[src/rtl/pipelined_leading_one_normaliser.sv]
// rtl/pipelined_leading_one_normaliser.sv - two-stage leading/trailing-one detector with normalising shifter
// Stage 1 locates the selected one, stage 2 shifts it to the MSB (mode 0) or bit 0 (mode 1).
module pipelined_leading_one_normaliser #(
   parameter int WIDTH = 10,
   parameter int LOC_W = $clog2(WIDTH + 1)
) (
   input  logic             clk,
   input  logic             reset,
   input  logic             in_valid,
   output logic             in_ready,
   input  logic [WIDTH-1:0] in_word,
   input  logic             in_mode,
   output logic             out_valid,
   input  logic             out_ready,
   output logic [LOC_W-1:0] out_location,
   output logic [WIDTH-1:0] out_word,
   output logic             out_zero,
   output logic             out_mode
);

   logic             s1_valid;
   logic             s1_mode;
   logic [WIDTH-1:0] s1_word;
   logic [LOC_W-1:0] s1_loc;
   logic [LOC_W-1:0] in_loc;
   logic [LOC_W-1:0] shl_amt;
   logic [LOC_W-1:0] shr_amt;
   logic [WIDTH-1:0] s2_word;
   logic             s1_adv;
   logic             s2_adv;
   logic             accept;

   assign s2_adv   = !out_valid || out_ready;
   assign s1_adv   = s1_valid && s2_adv;
   assign in_ready = !s1_valid || s2_adv;
   assign accept   = in_valid && in_ready;

   // Scan order sets the priority: the last match visited by the loop wins
   always_comb begin
      in_loc = '0;
      if (in_mode) begin
         for (int i = WIDTH - 1; i >= 0; i--)
            if (in_word[i]) in_loc = LOC_W'(i + 1);
      end else begin
         for (int i = 0; i < WIDTH; i++)
            if (in_word[i]) in_loc = LOC_W'(i + 1);
      end
   end

   assign shl_amt = LOC_W'(WIDTH) - s1_loc;
   assign shr_amt = s1_loc - LOC_W'(1);

   // A zero location means an all-zero word, which bypasses the shifter
   always_comb begin
      s2_word = '0;
      if (s1_loc != '0)
         s2_word = s1_mode ? (s1_word >> shr_amt) : (s1_word << shl_amt);
   end

   always_ff @(posedge clk or posedge reset) begin
      if (reset) begin
         s1_valid <= 1'b0;
         s1_mode  <= 1'b0;
         s1_word  <= '0;
         s1_loc   <= '0;
      end else begin
         if (accept) begin
            s1_valid <= 1'b1;
            s1_mode  <= in_mode;
            s1_word  <= in_word;
            s1_loc   <= in_loc;
         end else if (s1_adv) begin
            s1_valid <= 1'b0;
         end
      end
   end

   always_ff @(posedge clk or posedge reset) begin
      if (reset) begin
         out_valid    <= 1'b0;
         out_location <= '0;
         out_word     <= '0;
         out_zero     <= 1'b0;
         out_mode     <= 1'b0;
      end else begin
         if (s2_adv)
            out_valid <= s1_valid;
         if (s1_adv) begin
            out_location <= s1_loc;
            out_word     <= s2_word;
            out_zero     <= (s1_loc == '0);
            out_mode     <= s1_mode;
         end
      end
   end

endmodule

[config.mk]
export PLATFORM = sky130hd
export DESIGN_NAME = pipelined_leading_one_normaliser
export DESIGN_NICKNAME = d
export VERILOG_FILES = /design/src/rtl/pipelined_leading_one_normaliser.sv
export SDC_FILE = /design/constraint.sdc
export NUM_CORES = 1
export LEC_CHECK = 0
export ABC_AREA = 1
export CORE_UTILIZATION = 33
export DETAILED_ROUTE_END_ITERATION = 7
export HOLD_SLACK_MARGIN = 0.1
export PLACE_DENSITY_LB_ADDON = 0.1
export SLEW_MARGIN = 0
export SYNTH_ARGS = -nofsm -noshare
export SYNTH_HDL_FRONTEND = slang
export SYNTH_SLANG_ARGS = --single-unit
[constraint.sdc]
create_clock -name clk -period 2.3 [get_ports clk]
set_input_delay 0.69 -clock clk [delete_from_list [all_inputs] [get_ports clk]]
set_output_delay 0.69 -clock clk [all_outputs]
set_load 0.02 [all_outputs]
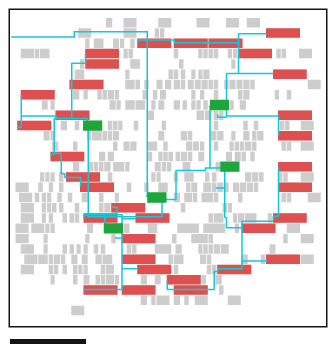
clk_routes.png
Scale bar: 20 microns.
Key: green = clock drivers [count 5]; cyan = clock wires [length 499 microns]; red = flip-flops [count 33]
There are 6 routed clock nets.
clock-net power: 0.414 mW
relative contribution of the clock network to total power: 16.1%
skew final: 0.00829 ns
clk latency late pin: 0.28 ns

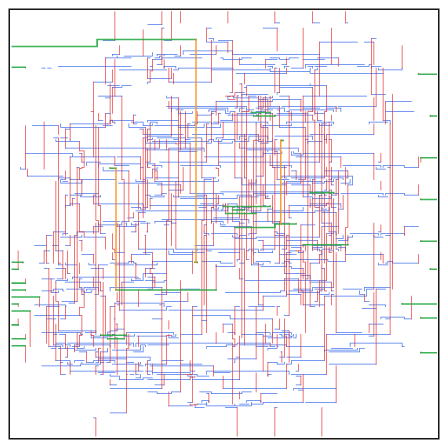
wires.png
Key: green = metal 3 [wire length 172 microns]; red = metal 2 [wire length 2410 microns]; blue = metal 1 [wire length 2600 microns]; orange = metal 4 [wire length 83.6 microns]
global routing usage summed across all routing layers: 16.9%
total via count after detailed routing: 2107
routed wire length: 5270 microns
mean routed wirelength per cell: 11.8 microns

==> results_slide.txt <==
Implementation Results

Run status
  – Outcome: finished, final reports clean

Cells and area
  – Inserted Diodes: 0
  – Commonest non-fill, non-tap cells in the layout: sky130_fd_sc_hd__nand2_1 (139), sky130_fd_sc_hd__dfrtp_1 (33), sky130_fd_sc_hd__nand3_1 (32)
  – Count of non-CTS buffers in the layout: 42
  – Non-clock buffering overhead in the final layout: 14.7%
  – Flip-flop and latch share of the layout cell area: 31.1%
  – Total non-filler cell area in the finished layout: 2660 sq um
  – Share of the core filled with cells in the final layout: 41.6%
  – #MultiIn Comb: 252
  – Clock buffer instance count of the final layout: 8

Yosys
  – Number of cells in the yosys synthesis report: 331
  – Number of flops mapped to enable cells by yosys: 0
  – Number of warnings reported in the yosys synthesis log: 0
  – Number of flip-flops and latches in the synthesized netlist: 33
  – Post-synth top cells: sky130_fd_sc_hd__nand2_1 (139), sky130_fd_sc_hd__dfrtp_1 (33), sky130_fd_sc_hd__nand3_1 (32)
  – Share of flip-flops with an asynchronous set or reset after synthesis: 100%
  – Top cell area share: 37.6%

STA
  – Final critical-path setup slack: 0.171 ns
  – Number of hold violations in the final report: 0

Die
  – Starting density of the core: 34.4%

Placement
  – Gpl congestion: 0.872
  – PortBufs: 32
  – Placed wire-length estimate: 4170 microns

Setup path
  – Largest fanout on the critical path: 2
  – Worst setup path endpoint: in_ready
  – Reg2Reg Setup Slack: 0.54 ns
  – Required @ worst endpoint: 1.61 ns

Min path
  – Worst hold-check path type: reg2reg
  – Hold_sp: out_word[9]

Clock tree
  – Clock sinks: 33

Power
  – P per Cell Area: 971 nW/um^2
  – Leak pwr: 1.35 nW

Global routing
  – GRT met2 Usage: 26.8%
  – Global route total overflow: 0

Route
  – Top layer reached by signal wires: met4
  – Number of routed nets with antenna violations: 0
-- kinds of logic after synthesis --
| logic type | Yosys count | synth area share [%] |
|---|---|---|
| flip-flops | 33 | 37.6 |
| AND-OR/OR-AND | 50 | 12.6 |
| AND/OR/NAND/NOR | 198 | 36.4 |
| buffers and inverters | 46 | 10.9 |
| XOR/XNOR | 2 | 1.48 |
| adder cells (fa/ha/maj) | 2 | 1.14 |
-- state kept, by name, indices dropped and copies added (netlist names), 4 cells and up --
| register | flops |
|---|---|
| out_word | 10 |
| out_location | 4 |
| s1_loc | 4 |
| s1_word | 10 |
-- power groups by stage --
stage,Sequential [mW],Combinational (mW),Clock (mW)
global route,0.859,1.49,0.467
floorplan,0.965,0.788,0
detailed placement,0.847,1.34,0
finish,0.834,1.33,0.414
CTS,0.837,1.34,0.438
global placement,0.843,1.34,0
No activity file was given, so power comes from the tool's default toggle rates.
